[config.mk]
export PLATFORM = sky130hd
export DESIGN_NAME = mem_arbiter
export DESIGN_NICKNAME = d
export VERILOG_FILES = /design/src/rtl/mem_arbiter_pkg.sv /design/src/rtl/mem_arbiter.sv
export SDC_FILE = /design/constraint.sdc
export NUM_CORES = 1
export LEC_CHECK = 0
export CAP_MARGIN = 20
export CORE_AREA = 2 2 102 104
export CTS_BUF_LIST = sky130_fd_sc_hd__clkbuf_4
export CTS_CLUSTER_SIZE = 20
export DETAILED_ROUTE_END_ITERATION = 8
export DIE_AREA = 0 0 104 106
export MAX_ROUTING_LAYER = met4
export PLACE_DENSITY_LB_ADDON = 0.15
export REMOVE_ABC_BUFFERS = 1
export SLEW_MARGIN = 20
export SYNTH_ARGS = -nofsm -noshare
export SYNTH_HDL_FRONTEND = slang
export SYNTH_SLANG_ARGS = --single-unit
[constraint.sdc]
create_clock -name clk -period 6.3 [get_ports clk]
set_input_delay 1.26 -clock clk [delete_from_list [all_inputs] [get_ports clk]]
set_output_delay 1.26 -clock clk [all_outputs]
set_load 0.005 [all_outputs]
[src/rtl/mem_arbiter_pkg.sv]
// Shared types and constants for the two-master memory bus arbiter.
package mem_arbiter_pkg;

   typedef enum logic [1:0] {
      ST_IDLE  = 2'd0,
      ST_WAIT0 = 2'd1,
      ST_WAIT1 = 2'd2
   } arb_state_e;

   localparam logic [31:0] TIMEOUT_DATA = 32'hDEAD_BEEF;

endpackage

[src/rtl/mem_arbiter.sv]
// Round-robin arbiter between the cpu (m0) and the debug/loader port (m1) on a
// single-port memory; one access at a time, reads tracked until data or timeout.
module mem_arbiter
   import mem_arbiter_pkg::*;
#(
   parameter int AW      = 16,
   parameter int DW      = 32,
   parameter int TIMEOUT = 255
) (
   input  logic          clk,
   input  logic          rst_n,
   input  logic          m0_ren,
   input  logic          m0_wen,
   input  logic [AW-1:0] m0_addr,
   input  logic [DW-1:0] m0_wdata,
   input  logic [3:0]    m0_wmask,
   output logic          m0_gnt,
   output logic [DW-1:0] m0_rdata,
   output logic          m0_rd_valid,
   input  logic          m1_ren,
   input  logic          m1_wen,
   input  logic [AW-1:0] m1_addr,
   input  logic [DW-1:0] m1_wdata,
   input  logic [3:0]    m1_wmask,
   output logic          m1_gnt,
   output logic [DW-1:0] m1_rdata,
   output logic          m1_rd_valid,
   output logic          mem_ren,
   output logic          mem_wen,
   output logic [AW-1:0] mem_addr,
   output logic [DW-1:0] mem_wdata,
   output logic [3:0]    mem_wmask,
   input  logic [DW-1:0] mem_rdata,
   input  logic          mem_rd_valid,
   output logic          timeout,
   output logic          proto_err
);

   arb_state_e    state;
   logic          last;
   logic [7:0]    timer;
   logic [AW-1:0] raddr;

   logic          req0;
   logic          req1;
   logic          sel1;
   logic          w_ren;
   logic          w_wen;
   logic [AW-1:0] w_addr;
   logic [DW-1:0] w_wdata;
   logic [3:0]    w_wmask;
   logic          expire;
   logic          rd_done;
   logic [DW-1:0] rd_data;

   // Request mux: pick the winner and select its fields.
   always_comb begin
      req0    = m0_ren | m0_wen;
      req1    = m1_ren | m1_wen;
      // m1 wins when alone, or on a tie when m0 was served last
      sel1    = req1 & (~req0 | ~last);
      w_ren   = sel1 ? m1_ren   : m0_ren;
      w_wen   = sel1 ? m1_wen   : m0_wen;
      w_addr  = sel1 ? m1_addr  : m0_addr;
      w_wdata = sel1 ? m1_wdata : m0_wdata;
      w_wmask = sel1 ? m1_wmask : m0_wmask;
      expire  = (timer == 8'(TIMEOUT - 1));
      rd_done = mem_rd_valid | expire;
      rd_data = mem_rd_valid ? mem_rdata : DW'(TIMEOUT_DATA);
   end

   // Bus outputs: combinational grant in IDLE, read return routing in WAITn.
   always_comb begin
      m0_gnt      = 1'b0;
      m1_gnt      = 1'b0;
      m0_rd_valid = 1'b0;
      m1_rd_valid = 1'b0;
      m0_rdata    = {DW{1'b0}};
      m1_rdata    = {DW{1'b0}};
      mem_ren     = 1'b0;
      mem_wen     = 1'b0;
      mem_addr    = {AW{1'b0}};
      mem_wdata   = {DW{1'b0}};
      mem_wmask   = 4'b1111;
      timeout     = 1'b0;
      if (!rst_n) begin
         timeout = 1'b0;
      end else begin
         case (state)
            ST_IDLE: begin
               if (req0 | req1) begin
                  m0_gnt    = ~sel1;
                  m1_gnt    = sel1;
                  mem_wen   = w_wen;
                  mem_ren   = ~w_wen;
                  mem_addr  = w_addr;
                  mem_wdata = w_wdata;
                  mem_wmask = w_wmask;
               end else begin
                  mem_wmask = 4'b1111;
               end
            end
            ST_WAIT0, ST_WAIT1: begin
               mem_addr = raddr;
               timeout  = rd_done & ~mem_rd_valid;
               if (rd_done && state == ST_WAIT1) begin
                  m1_rd_valid = 1'b1;
                  m1_rdata    = rd_data;
               end else if (rd_done) begin
                  m0_rd_valid = 1'b1;
                  m0_rdata    = rd_data;
               end else begin
                  timeout = 1'b0;
               end
            end
            default: begin
               mem_wmask = 4'b1111;
            end
         endcase
      end
   end

   // Arbiter FSM: priority tracking, read latch, timeout timer, sticky protocol error.
   always_ff @(posedge clk) begin
      if (!rst_n) begin
         state     <= ST_IDLE;
         last      <= 1'b1;
         timer     <= 8'd0;
         raddr     <= {AW{1'b0}};
         proto_err <= 1'b0;
      end else begin
         case (state)
            ST_IDLE: begin
               if ((req0 | req1) && w_wen) begin
                  last <= sel1;
                  if (w_ren) begin
                     proto_err <= 1'b1;
                  end else begin
                     proto_err <= proto_err;
                  end
               end else if (req0 | req1) begin
                  timer <= 8'd0;
                  raddr <= w_addr;
                  state <= sel1 ? ST_WAIT1 : ST_WAIT0;
               end else begin
                  state <= ST_IDLE;
               end
            end
            ST_WAIT0, ST_WAIT1: begin
               if (rd_done) begin
                  last  <= (state == ST_WAIT1);
                  state <= ST_IDLE;
               end else begin
                  timer <= timer + 8'd1;
               end
            end
            default: begin
               state <= ST_IDLE;
            end
         endcase
      end
   end

endmodule

Port wiring:
The bar under the picture is 20 microns long.
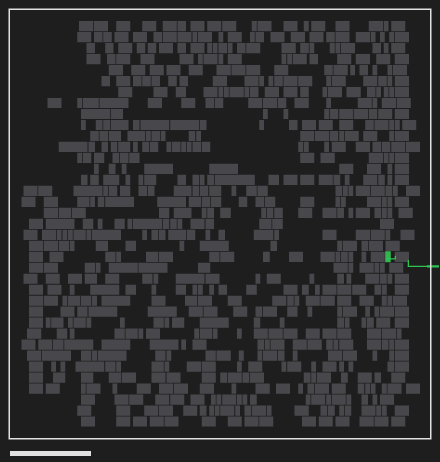
m0_gnt -> green  # bits 1, direction output, edge right, end cells 1, buffers 1, wire 9.30 microns
IO buf count: 266
I/O pin count: 267

Clock wires, drivers and flops:
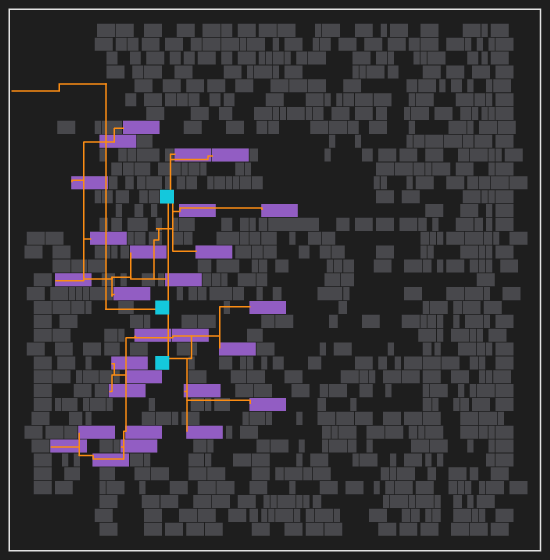
flip-flops -> purple  # count 28
clock drivers -> cyan  # count 3
clock wires -> orange  # length 372 microns
routed clock nets = 4

Where the registers sit:
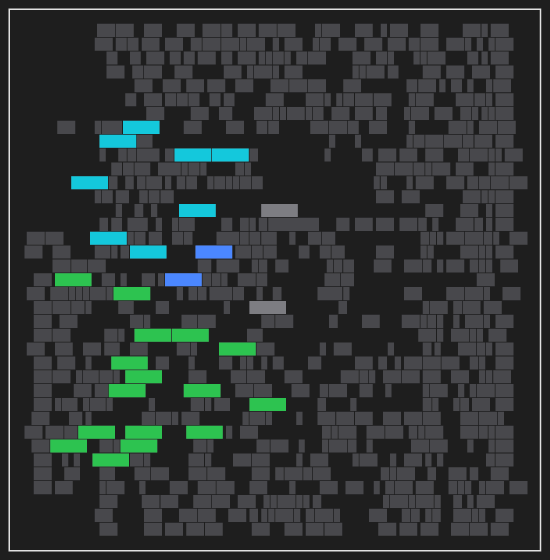
timer -> cyan  # placed flops 8
state -> blue  # placed flops 2
raddr -> green  # placed flops 16
not coloured = 2
sequential power: 0.000237 W
flop share of the area: 0.101
post-layout util: 0.554

==> impl_metrics.csv <==
group,metric,value,unit
cells_and_area,largest_reg_flops,16,
clock_tree,clk_pin_slew,0.15,ns
die,taps,136,
yosys,synthTopCellsByArea,"dfxtp_1 (20%), nor2_1 (12%), nand2_1 (11%)",
yosys,synthesis.area,2780,sq um
place,dp_hpwl,9.86,mm
run_status,status,"complete, no violations",
place,gp_congestion,0.870,
yosys,synth_warnings,0,
cells_and_area,antenna_cells,0,
setup_path,arrival,3.92,ns
timing,finalSetupTns,0,ns
grt,grt_remaining_overflow,0,
cells_and_area,regArea,561,sq um
power_and_ir_drop,power_leader,"combinational logic",
drt,vias_per_cell,4.78,
cells_and_area,logic_area,2030,sq um
power_and_ir_drop,comb_cell_power,0.000857,W
hold_path,min_path_type,"reg2reg",
yosys,yosysMostFrequentCell,"nor2_1",
power_and_ir_drop,ir_worst_vdd,0.000134,V
drt,drt_first_pass_iters,4,
cells_and_area,mostFrequentLayoutCells,"clkdlybuf4s50_1 (266), nor2_1 (87), nand2_1 (84), a21oi_1 (41), dfxtp_1 (28)",
clock_tree,postCtsResizedCells,0,
yosys,yosys-stat-cells,444,
yosys,synthArstFlopShare,0,
timing,finalSetupViolCount,0,
die,core,10000,sq um
die,rows,37,
timing,slew_viol_final,0,
place,place_area,5520,sq um
yosys,synthDistinctLibCells,45,
timing,period_used_share,0.822,
yosys,flop_cell,"dfxtp_1",
clock_tree,post_cts_buffers,0,
power_and_ir_drop,cellPowerDensity,211,nW/um^2
die,die_area,11000,sq um
yosys,yosys_register_bits,28,
setup_path,worstPathMaxFanout,22,
yosys,ys_seq_share,0.201,
yosys,synthTopCellsByCount,"nor2_1 (87), nand2_1 (84), a21oi_1 (41)",
power_and_ir_drop,switching_share,0.414,
drt,dr_wl_met2,6.35,mm
drt,met3_length,789,microns
place,dpl.cell_count,817,
yosys,yosys_area,2780,sq um
drt,drc,0,
Routing congestion map:
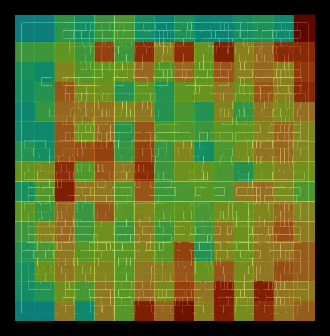
GRT Overall Usage: 0.225
met3 Track Usage GR: 0.0380
M1 GR Usage: 0.272
GRT Max-Usage Layer: met2
WL per Instance: 15.4 microns

Metal 1:
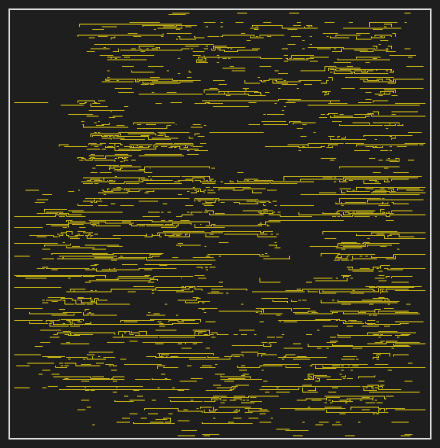
share of all routed wire = 42%
main direction = horizontal
longest straight run = 34.0 microns
wire length on this layer = 5270 microns
via count: 3928
final wirelength: 12.7 mm

-- worst register-to-register path: stages (launching register included) --
cell	delay, ns
dfxtp_1	0.41
inv_1	0.07
ha_1	0.94
o21ai_0	0.22
a31o_1	0.37
or4_1	0.51
o22ai_1	0.15
-- path summary, 6_finish.rpt --
kind / start / end / slack [ns] / cells after the start
setup / recovery: m0_wen / mem_wdata[5] / 1.12 / 7
hold / removal: proto_err / proto_err / 0.49 / 2
setup reg to reg: state[1] / timer[7] / 3.58 / 6
hold reg to reg: proto_err / proto_err / 0.49 / 2
-- cells by family (layout without fill, tap and decap cells) --
family          count (synthesis)  in the layout  synth area share
flops                          28             28             0.201
buf+inv                        47            288            0.0737
mux                            16             16            0.0575
fa+ha+maj                       5              5            0.0225
compound gates                101            101             0.247
simple gates                  247            247             0.398
Power and IR drop assume default switching activity.
